Fig. 1: run 1, wire density map
Scale: 6 px per um. 9 x 15 tiles, from white (low) to dark blue (high), scaled to the fullest tile. Values are wire area over tile area, all layers added.
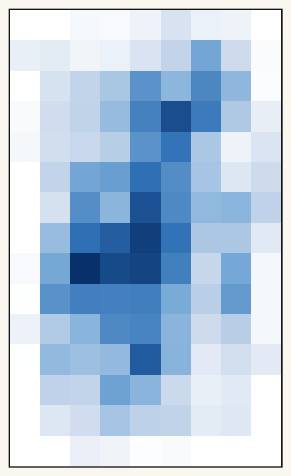
Fig. 2: run 1, I/O nets highlighted
Scale: 8 px per um.
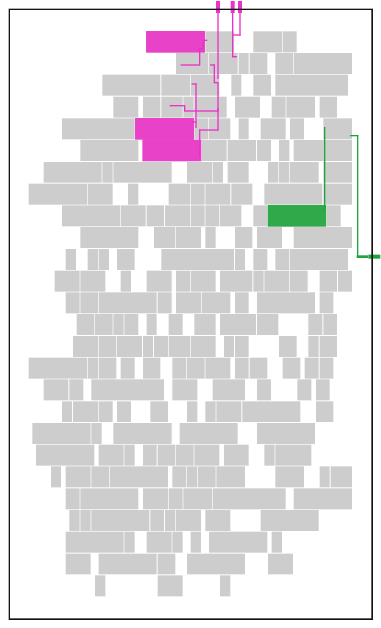
Fig. 3: run 1, gate-type map
Scale: 6 px per um.
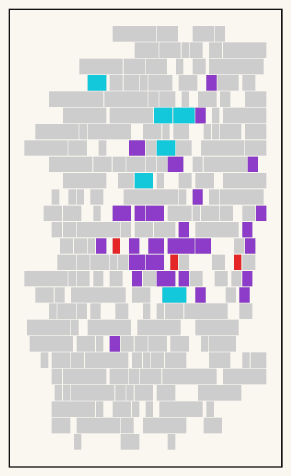
===== src/rtl/btn_evt_pkg.sv =====
// Shared definitions for the button event classifier: FSM state encoding,
// timer limit selection and default tick constants. The default ticks match
// the debouncer timer configuration at the system clock rate.
package btn_evt_pkg;

  localparam int ST_W = 3;

  typedef enum logic [ST_W-1:0] {
    ST_IDLE   = 3'd0,
    ST_PRESS1 = 3'd1,
    ST_GAP    = 3'd2,
    ST_PRESS2 = 3'd3,
    ST_HELD   = 3'd4
  } state_t;

  // Which terminal count the shared timer compares against.
  typedef enum logic [1:0] {
    LIM_LONG   = 2'd0,
    LIM_GAP    = 2'd1,
    LIM_REPEAT = 2'd2
  } lim_sel_t;

  localparam int DEF_LONG_TICKS   = 50_000_000;
  localparam int DEF_GAP_TICKS    = 15_000_000;
  localparam int DEF_REPEAT_TICKS = 10_000_000;
  localparam int DEF_CNT_W        = 26;

endpackage


===== src/rtl/button_event_classifier_if.sv =====
// Signal bundle between the debouncer side and the classifier.
// Protocol: debounced is a clean level (1 = pressed), sampled every clock.
// single_click, double_click, long_press and repeat_pulse are registered
// one-cycle pulses with no backpressure; at most one is high per cycle.
// busy is a level, high while a press sequence is in progress.
// dbg_state mirrors the classifier FSM state for observation only.
interface button_event_classifier_if;
  import btn_evt_pkg::*;

  logic   debounced;
  logic   single_click;
  logic   double_click;
  logic   long_press;
  logic   repeat_pulse;
  logic   busy;
  state_t dbg_state;

  modport master (
    output debounced,
    input  single_click, double_click, long_press, repeat_pulse, busy, dbg_state
  );

  modport slave (
    input  debounced,
    output single_click, double_click, long_press, repeat_pulse, busy, dbg_state
  );
endinterface


===== src/rtl/btn_evt_timer.sv =====
// Clearable up-counter shared by the PRESS1, GAP and HELD phases. tc_o is
// high when the count equals the selected limit minus one, so the FSM acts
// on the edge that completes the requested number of ticks.
module btn_evt_timer
  import btn_evt_pkg::*;
#(
  parameter int CNT_W        = DEF_CNT_W,
  parameter int LONG_TICKS   = DEF_LONG_TICKS,
  parameter int GAP_TICKS    = DEF_GAP_TICKS,
  parameter int REPEAT_TICKS = DEF_REPEAT_TICKS
) (
  input  logic     clk,
  input  logic     reset,
  input  logic     clr_i,
  input  logic     en_i,
  input  lim_sel_t sel_i,
  output logic     tc_o
);

  logic [CNT_W-1:0] cnt_q;
  logic [CNT_W-1:0] cnt_d;
  logic [CNT_W-1:0] limit;

  // Terminal value for the phase the FSM is currently timing.
  always_comb begin
    limit = CNT_W'(LONG_TICKS - 1);
    case (sel_i)
      LIM_LONG:   limit = CNT_W'(LONG_TICKS - 1);
      LIM_GAP:    limit = CNT_W'(GAP_TICKS - 1);
      LIM_REPEAT: limit = CNT_W'(REPEAT_TICKS - 1);
      default:    limit = CNT_W'(LONG_TICKS - 1);
    endcase
  end

  // Clear wins over enable; otherwise the count holds.
  always_comb begin
    cnt_d = cnt_q;
    if (clr_i)     cnt_d = '0;
    else if (en_i) cnt_d = cnt_q + 1'b1;
  end

  // Count register.
  always_ff @(posedge clk) begin
    if (reset) cnt_q <= '0;
    else       cnt_q <= cnt_d;
  end

  assign tc_o = (cnt_q == limit);

endmodule


===== src/rtl/button_event_classifier.sv =====
// Classifies debounced button activity into single click, double click and
// long press pulses. Optional auto-repeat while held is enabled by defining
// BTN_AUTOREPEAT_EN; without it repeat_pulse is constant 0.
module button_event_classifier
  import btn_evt_pkg::*;
#(
  parameter int LONG_TICKS   = DEF_LONG_TICKS,
  parameter int GAP_TICKS    = DEF_GAP_TICKS,
  parameter int REPEAT_TICKS = DEF_REPEAT_TICKS,
  parameter int CNT_W        = DEF_CNT_W
) (
  input logic                      clk,
  input logic                      reset,
  button_event_classifier_if.slave bus
);

  state_t   state_q, state_d;
  logic     d_q;
  logic     rise, fall;
  logic     single_q, single_d;
  logic     double_q, double_d;
  logic     long_q, long_d;
  logic     busy_q;
  logic     tmr_clr, tmr_en, tmr_tc;
  lim_sel_t tmr_sel;
`ifdef BTN_AUTOREPEAT_EN
  logic     repeat_q, repeat_d;
`endif

  // d_q resets high so a button held through reset needs a fresh press.
  assign rise = bus.debounced & ~d_q;
  assign fall = ~bus.debounced & d_q;

  btn_evt_timer #(
    .CNT_W        (CNT_W),
    .LONG_TICKS   (LONG_TICKS),
    .GAP_TICKS    (GAP_TICKS),
    .REPEAT_TICKS (REPEAT_TICKS)
  ) u_timer (
    .clk   (clk),
    .reset (reset),
    .clr_i (tmr_clr),
    .en_i  (tmr_en),
    .sel_i (tmr_sel),
    .tc_o  (tmr_tc)
  );

  // Next state, event pulses and timer control. Edges take priority over
  // timeouts, so a release or second press always wins over the tick limit.
  always_comb begin
    state_d  = state_q;
    single_d = 1'b0;
    double_d = 1'b0;
    long_d   = 1'b0;
`ifdef BTN_AUTOREPEAT_EN
    repeat_d = 1'b0;
`endif
    tmr_clr  = 1'b0;
    tmr_en   = 1'b0;
    tmr_sel  = LIM_LONG;
    case (state_q)
      ST_IDLE: begin
        tmr_clr = 1'b1;
        if (rise) state_d = ST_PRESS1;
      end
      ST_PRESS1: begin
        tmr_sel = LIM_LONG;
        if (fall) begin
          state_d = ST_GAP;
          tmr_clr = 1'b1;
        end else if (tmr_tc) begin
          state_d = ST_HELD;
          long_d  = 1'b1;
          tmr_clr = 1'b1;
        end else begin
          tmr_en = 1'b1;
        end
      end
      ST_GAP: begin
        tmr_sel = LIM_GAP;
        if (rise) begin
          state_d = ST_PRESS2;
        end else if (tmr_tc) begin
          state_d  = ST_IDLE;
          single_d = 1'b1;
          tmr_clr  = 1'b1;
        end else begin
          tmr_en = 1'b1;
        end
      end
      ST_PRESS2: begin
        // Count is held; second press length does not matter.
        if (fall) begin
          state_d  = ST_IDLE;
          double_d = 1'b1;
        end
      end
      ST_HELD: begin
        tmr_sel = LIM_REPEAT;
        if (fall) begin
          state_d = ST_IDLE;
        end
`ifdef BTN_AUTOREPEAT_EN
        else if (tmr_tc) begin
          repeat_d = 1'b1;
          tmr_clr  = 1'b1;
        end else begin
          tmr_en = 1'b1;
        end
`endif
      end
      default: state_d = ST_IDLE;
    endcase
  end

  // State, edge history and registered outputs.
  always_ff @(posedge clk) begin
    if (reset) begin
      state_q  <= ST_IDLE;
      d_q      <= 1'b1;
      single_q <= 1'b0;
      double_q <= 1'b0;
      long_q   <= 1'b0;
      busy_q   <= 1'b0;
`ifdef BTN_AUTOREPEAT_EN
      repeat_q <= 1'b0;
`endif
    end else begin
      state_q  <= state_d;
      d_q      <= bus.debounced;
      single_q <= single_d;
      double_q <= double_d;
      long_q   <= long_d;
      busy_q   <= (state_d != ST_IDLE);
`ifdef BTN_AUTOREPEAT_EN
      repeat_q <= repeat_d;
`endif
    end
  end

  assign bus.single_click = single_q;
  assign bus.double_click = double_q;
  assign bus.long_press   = long_q;
  assign bus.busy         = busy_q;
  assign bus.dbg_state    = state_q;
`ifdef BTN_AUTOREPEAT_EN
  assign bus.repeat_pulse = repeat_q;
`else
  assign bus.repeat_pulse = 1'b0;
`endif

endmodule


===== src/flat_wrapper.sv =====
// flat-port wrapper written by rule: the top's interface ports become plain ports
module button_event_classifier_flat import btn_evt_pkg::*;
#(
  parameter int LONG_TICKS   = DEF_LONG_TICKS,
  parameter int GAP_TICKS    = DEF_GAP_TICKS,
  parameter int REPEAT_TICKS = DEF_REPEAT_TICKS,
  parameter int CNT_W        = DEF_CNT_W
)
  (clk, reset, bus_debounced, bus_single_click, bus_double_click, bus_long_press, bus_repeat_pulse, bus_busy, bus_dbg_state);
  button_event_classifier_if bus_i ();
  input logic clk;
  input logic reset;
  input wire logic [$bits(bus_i.debounced)-1:0] bus_debounced;
  output wire logic [$bits(bus_i.single_click)-1:0] bus_single_click;
  output wire logic [$bits(bus_i.double_click)-1:0] bus_double_click;
  output wire logic [$bits(bus_i.long_press)-1:0] bus_long_press;
  output wire logic [$bits(bus_i.repeat_pulse)-1:0] bus_repeat_pulse;
  output wire logic [$bits(bus_i.busy)-1:0] bus_busy;
  output wire logic [$bits(bus_i.dbg_state)-1:0] bus_dbg_state;
  assign bus_i.debounced = bus_debounced;
  assign bus_single_click = bus_i.single_click;
  assign bus_double_click = bus_i.double_click;
  assign bus_long_press = bus_i.long_press;
  assign bus_repeat_pulse = bus_i.repeat_pulse;
  assign bus_busy = bus_i.busy;
  assign bus_dbg_state = bus_i.dbg_state;
  button_event_classifier #(.LONG_TICKS(LONG_TICKS), .GAP_TICKS(GAP_TICKS), .REPEAT_TICKS(REPEAT_TICKS), .CNT_W(CNT_W)) u_core (.clk(clk), .reset(reset), .bus(bus_i));
endmodule

===== config.mk =====
export PLATFORM = sky130hd
export DESIGN_NAME = button_event_classifier_flat
export DESIGN_NICKNAME = d
export VERILOG_FILES = /design/src/rtl/btn_evt_pkg.sv /design/src/rtl/button_event_classifier_if.sv /design/src/rtl/btn_evt_timer.sv /design/src/rtl/button_event_classifier.sv /design/src/flat_wrapper.sv
export SDC_FILE = /design/constraint.sdc
export NUM_CORES = 1
export LEC_CHECK = 0
export CORE_ASPECT_RATIO = 1.75
export CORE_MARGIN = 2
export CORE_UTILIZATION = 58
export CTS_BUF_LIST = sky130_fd_sc_hd__clkbuf_16
export DETAILED_ROUTE_END_ITERATION = 12
export GPL_TIMING_DRIVEN = 0
export PLACE_DENSITY = 0.9
export SLEW_MARGIN = 30
export SYNTH_ARGS = -nofsm -noshare
export SYNTH_HDL_FRONTEND = slang
export SYNTH_SLANG_ARGS = --single-unit

===== constraint.sdc =====
create_clock -name clk -period 6.9 [get_ports clk]
set_input_delay 0.69 -clock clk [delete_from_list [all_inputs] [get_ports clk]]
set_output_delay 0.69 -clock clk [all_outputs]
set_load 0.01 [all_outputs]

==> reports/results.ini, run 1 <==
[route]
dr.pass1.iters = 4
vias = 1541
ant_nets = 0
wl_per_cell_um = 15.2

[synthesis]
synth_nets = 203
yosysChipArea_mm2 = 0.00172
postSynthSeqShare_pct = 39.6

[setup_path]
start_kind = input pin
r2r_end = u_core.bus.busy$_SDFF_PP0_
critical_path_required_ps = 7110
crit_fanout = 9
r2r_slack_ps = 4210

[final_layout]
num-multi-input-gates = 152
fillers = 229
nClkBuffers = 5
utilization_pct = 69.4
lay_top_cells = 34 x dfxtp_1, 28 x nor2_1, 20 x xor2_1
buffer_area_share_pct = 7.61
flop_area_um2 = 681
seq_share_pct = 34.2
syn_to_final_growth_pct = 15.6

[clock_network]
hold_buffers = 0
cts_buffer_depth = 2
cts_tree = built
clk_latency_ps = 280

[final_timing]
fin_ws_ps = 3940
worst_pin_slew_ps = 792
fmax_mhz = 338
tns_ps = 0
finalCritPeriodShare_pct = 42.9
grt_setup_unrepaired = false

[floorplan]
die-area_mm2 = 0.00344
num_rows = 26

[power]
p_leak_nw = 0.684
clock_power_share_pct = 48.8
p_int_mw = 0.335
finalPower_mw = 0.420

[grt]
grt_pass1_wl_mm = 6.12
grt_usage_pct = 24.0
antenna_found_initial = 0
grt_pass1_vias = 1417

[flow_run]
cap_violations = 0

[place]
gp_congestion = 0.866
placedInstanceArea_mm2 = 0.00185

[min_path]
holdPathEnd = u_core.u_timer.cnt_q[4]$_SDFFE_PP0P_
min_path_type = register to register
whs_path_depth = 2

[outcome]
outcome = completed

## Picture notes: Fig. 1
nearly empty tiles	15%
fullest tile	0.56
mean over tiles	0.17
tiles over half the peak	25%
emptiest ninth of the die	lower right
densest ninth of the die	centre

## Picture notes: Fig. 2
colour	port	bits	direction	edge	end cells	buffers	wire
magenta	bus_dbg_state	3	output	top	3	3	52.6 um
green	bus_single_click	1	output	right	1	1	27.4 um

## Picture notes: Fig. 3
colour	family	cells	most used
purple	inverting AOI/OAI gates	27	o21ai_0
red	inverters	3	inv_1
cyan	AND-OR and OR-AND gates	6	a211o_1
fraction of area in multi-input gates: 48.9%
most numerous logic cell after layout: dfxtp_1
final non-filler cell total: 244

-- run 1: worst max path at each step --
| stage | start | slack, ps | depth (start not counted) | to |
|---|---|---|---|---|
| floorplan | u_core.bus.dbg_state[2]$_SDFF_PP0_ | 4300 | 8 | u_core.bus.busy$_SDFF_PP0_ |
| finish | bus_debounced | 3940 | 7 | u_core.u_timer.cnt_q[16]$_SDFFE_PP0P_ |
| global route | bus_debounced | 3770 | 7 | u_core.u_timer.cnt_q[16]$_SDFFE_PP0P_ |
| global placement | bus_debounced | 3400 | 7 | u_core.u_timer.cnt_q[16]$_SDFFE_PP0P_ |
| detailed placement | bus_debounced | 3740 | 7 | u_core.u_timer.cnt_q[16]$_SDFFE_PP0P_ |
| CTS | bus_debounced | 3970 | 7 | u_core.u_timer.cnt_q[16]$_SDFFE_PP0P_ |
-- run 1: critical path: cells and delay by family --
kind	cells	cell delay [ps]
buffers and inverters	1	550
AND/OR/NAND/NOR	3	840
AND-OR/OR-AND	3	1080
-- run 1: routing by layer --
metal	vias to the layer above	GRT usage [%]	routed length, um
met5	-	0	0
met4	0	14.4	113
met3	17	6.64	169
met2	49	40.6	1950
met1	733	24.5	1470
li1	742	-	-
-- run 1: registers in the layout, summed over array words and instances, names as in the netlist --
| register | cells |
|---|---|
| u_core.bus.long_press | 1 |
| u_core.u_timer.cnt_q | 26 |
| u_core.bus.double_click | 1 |
| u_core.d_q | 1 |
| u_core.bus.dbg_state | 3 |
| u_core.bus.busy | 1 |
| u_core.bus.single_click | 1 |
-- run 1: synth_stat cells, types with 2 or more instances --
library cell / count / area [um^2]
nor2_1: 28 / 105
nand3b_1: 3 / 22.5
dfxtp_1: 34 / 681
a21oi_1: 6 / 30.0
nor4bb_1: 2 / 20.0
and3_1: 6 / 37.5
nand4_1: 7 / 43.8
buf_6: 2 / 22.5
xor2_1: 20 / 175
or3_1: 5 / 31.3
nor3_1: 3 / 15.0
o2111ai_1: 2 / 17.5
a2111oi_0: 2 / 17.5
o21ai_0: 10 / 50.1
a211o_1: 2 / 17.5
nand4b_1: 3 / 26.3
inv_1: 3 / 11.3
nand2_1: 4 / 15.0
nand3_1: 15 / 75.1
o211ai_1: 4 / 30.0
mux2i_1: 3 / 30.0
clkbuf_1: 2 / 7.51
xnor2_1: 2 / 17.5
nand2b_1: 3 / 18.8
a211oi_1: 2 / 15.0
buf_2: 4 / 20.0
and2_1: 4 / 25.0
-- run 1: power by group through the flow --
stage | registers (mW) | clock network [mW] | logic, mW
final | 0.199 | 0.205 | 0.0162
after floorplan | 0.203 | 0 | 0.00964
after global placement | 0.203 | 0 | 0.0157
after CTS | 0.199 | 0.207 | 0.0161
after global routing | 0.199 | 0.216 | 0.0178
after detailed placement | 0.203 | 0 | 0.0160
-- run 1: cells by family after synthesis --
group / count (synthesis) / share of synthesized area (%)
XOR/XNOR: 22 / 11.2
other: 1 / 0.218
AND-OR/OR-AND: 33 / 12.9
adder cells (fa/ha/maj): 1 / 0.727
multiplexers: 3 / 1.75
buffers and inverters: 13 / 4.22
flip-flops: 34 / 39.6
AND/OR/NAND/NOR: 92 / 29.5
Fig. 4: run 1, routed clock nets over the placement
Scale: 8 px per um.
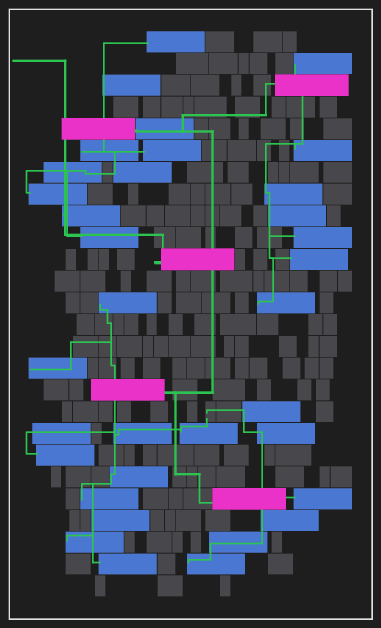

==> run 2: changes to the inputs <==
- CORE_UTILIZATION: 58 -> 52
- PLACE_DENSITY: 0.9 -> 0.86
- clock period: 6.9 -> 2.7 ns (I/O delays scaled with it)
Fig. 5: run 2, routed clock nets over the placement
Scale: 8 px per um.
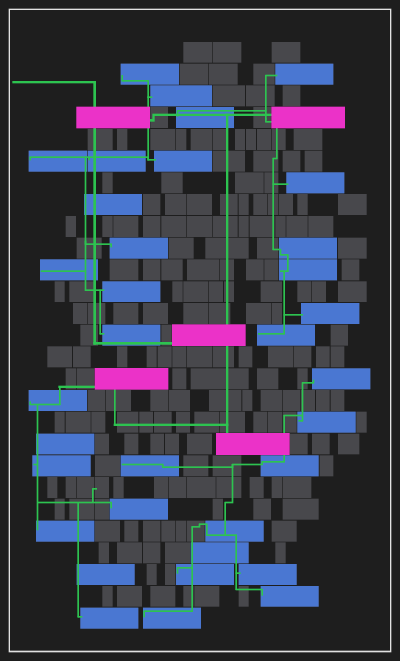
[green] clock wires | length: 428 um
[magenta] clock drivers | count: 5
[blue] flip-flops | count: 34
routed clock nets	6
flops lie	all over the die
Clock power frac: 48.9%
Clock group: 0.528 mW
Latency at later pin: 280 ps
Fin Clk Skew: 3.88 ps

==> run 2 against run 1 <==
Net effect:
- setup slack worse by 3900 ps
- via count is 0.39% lower
- highest routed layer unchanged
- cell count up 7.4%
==> reports/results.ini, run 2 <==
[outcome]
outcome = completed  ; unchanged

[synthesis]
mux_share_pct = 1.75  ; unchanged
top_cell_area_share_pct = 39.6  ; unchanged
simple_gate_share_pct = 29.5  ; unchanged
adder_share_pct = 0.727  ; unchanged
postSynthSeqShare_pct = 39.6  ; unchanged
area_leaders = dfxtp_1 40%, xor2_1 10%, nor2_1 6.1%  ; unchanged
top_logic_kind = simple AND/OR/NAND/NOR gates  ; unchanged
ys_sh_aoi_pct = 12.9  ; unchanged
yosysChipArea_mm2 = 0.00172  ; unchanged
synth-edff-count = 0  ; unchanged
synth_nets = 203  ; unchanged
largest_area_cell = dfxtp_1  ; unchanged
synthXorXnorAreaFrac_pct = 11.2  ; unchanged
most_common_cell = dfxtp_1  ; unchanged
common_cells = 34 x dfxtp_1, 28 x nor2_1, 20 x xor2_1  ; unchanged

[route]
dr.pass1.iters = 4  ; unchanged
wl_per_cell_um = 14.4  ; was 15.2 um
ant_nets = 0  ; unchanged
vias = 1535  ; was 1,541

[final_layout]
fillers = 273  ; was 229
lay_top_cells = 33 x dfxtp_1, 27 x nor2_1, 20 x xor2_1  ; was 34 x dfxtp_1, 28 x nor2_1, 20 x xor2_1
largest_reg_flops = 26  ; unchanged
max_flop_register = u_core.u_timer.cnt_q  ; unchanged
syn_to_final_growth_pct = 19.4  ; was 15.6%

[grt]
grt_pass1_wl_mm = 6.00  ; was 6.12 mm
grt_usage_pct = 22.3  ; was 24.0%
grt_pass1_vias = 1408  ; was 1,417
grt.overflow.total = 0  ; unchanged
antenna_found_initial = 0  ; unchanged

[setup_path]
start_kind = register  ; was input pin
critical_path_required_ps = 2860  ; was 7110 ps
crit_fanout = 6  ; was 9

[final_timing]
worst_pin_slew_ps = 794  ; was 792 ps
fmax_mhz = 379
tns_ps = 0  ; unchanged
fin_ws_ps = 63.8  ; was 3940 ps

[floorplan]
die-area_mm2 = 0.00380  ; was 0.00344 mm^2
num_rows = 27  ; was 26

[place]
gp_congestion = 0.868  ; was 0.866

[power]
p_leak_nw = 0.705  ; was 0.684 nW
finalPower_mw = 1.08  ; was 0.420 mW

[min_path]
whs_path_depth = 2  ; unchanged

[flow_run]
cap_violations = 0  ; unchanged

[clock_network]
cts_buffer_depth = 2  ; unchanged
hold_buffers = 0  ; unchanged

Fig. 6: run 2, I/O nets highlighted
Scale: 8 px per um.
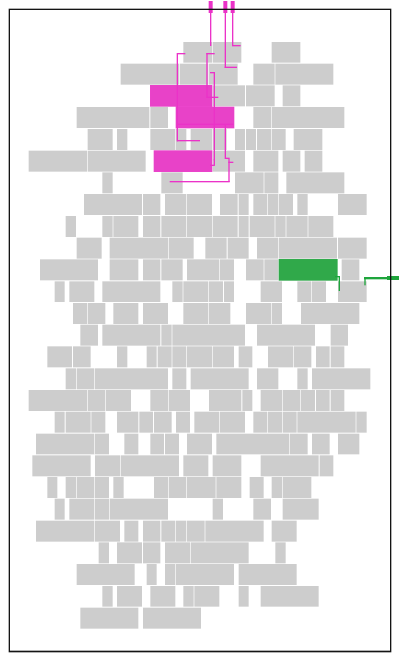
colour	port	bits	direction	edge	end cells	buffers	wire
green	bus_single_click	1	output	right	1	1	5.70 um
magenta	bus_dbg_state	3	output	top	3	3	74.9 um
Top Ports: 11
PortBufs: 9

[run 2: cell types whose count changed in the layout (fill, tap and decap cells not counted), sizes merged]
cell and delta:
inv -1, buf +4
[run 2: critical path: stages, from the launching register on]
cell and delay (ps):
dfxtp_2 320, buf_6 120, or3b_4 390, or3b_1 350
a2111o_1 470, buf_6 160, or2_4 240, o211a_1 220
a211o_1 270
[run 2: kinds of logic (layout without fill, tap and decap cells)]
| group | after synthesis | count (layout) |
|---|---|---|
| XOR/XNOR | 22 | 22 |
| flip-flops | 34 | 34 |
| AND/OR/NAND/NOR | 92 | 92 |
| AND-OR/OR-AND | 33 | 33 |
| buffers and inverters | 13 | 33 |
| multiplexers | 3 | 3 |
| other | 1 | 1 |
| adder cells (fa/ha/maj) | 1 | 1 |
[run 2: layout make-up]
class                           instances  area [um^2]  share of cell area [%]
Buffer                                 10         66.3                    3.23
Clock buffer                            5          125                    6.09
Clock inverter                          2         10.0                   0.487
Inverter                                3         11.3                   0.548
Multi-Input combinational cell        152          986                    48.0
Sequential cell                        34          682                    33.2
Tap cell                               43         53.8                    2.62
Timing Repair Buffer                   13          120                    5.85
[run 2: what timing repair did]
item | CTS | global route
setup endpoints to repair | 0 | 25
setup buffers | 0 | 4
gates resized | 0 | 8
[run 2: worst paths after layout]
kind	slack, ps	to	start
worst max-delay path	60	u_core.bus.busy$_SDFF_PP0_	u_core.bus.dbg_state[2]$_SDFF_PP0_
worst min-delay path	500	u_core.u_timer.cnt_q[4]$_SDFFE_PP0P_	u_core.u_timer.cnt_q[4]$_SDFFE_PP0P_
worst max register to register	60	u_core.bus.busy$_SDFF_PP0_	u_core.bus.dbg_state[2]$_SDFF_PP0_
worst min register to register	500	u_core.u_timer.cnt_q[4]$_SDFFE_PP0P_	u_core.u_timer.cnt_q[4]$_SDFFE_PP0P_
[run 2: where the power goes]
group | internal (mW) | switching (mW)
combinational | 0.0189 | 0.0243
clock | 0.332 | 0.196
sequential | 0.506 | 0.00222
total | 0.857 | 0.223
[run 2: metrics by stage]
| step | area [um^2] | utilization (%) | hold WS, ps | cells |
|---|---|---|---|---|
| after floorplan | 1720 | - | 348 | 199 |
| after global placement | 1860 | 59.3 | 473 | 251 |
| after detailed placement | 1870 | 59.5 | 484 | 251 |
| after CTS | 2000 | 63.8 | 491 | 258 |
| after global routing | 2050 | 65.4 | 498 | 262 |
| final | 2050 | 65.4 | 503 | 262 |
[run 2: per-layer routing]
layer  global-route usage, %  part of all wire (%)  wire length [um]  up-vias
li1                        -                     -                 -      753
met1                    24.0                    39              1480      721
met2                    37.0                    52              1950       45
met3                    4.72                   4.2               157       16
met4                    13.9                   5.2               197        0
met5                       0                     0                 0        -
Power figures rest on the tool's default switching activity, not on a simulated workload.
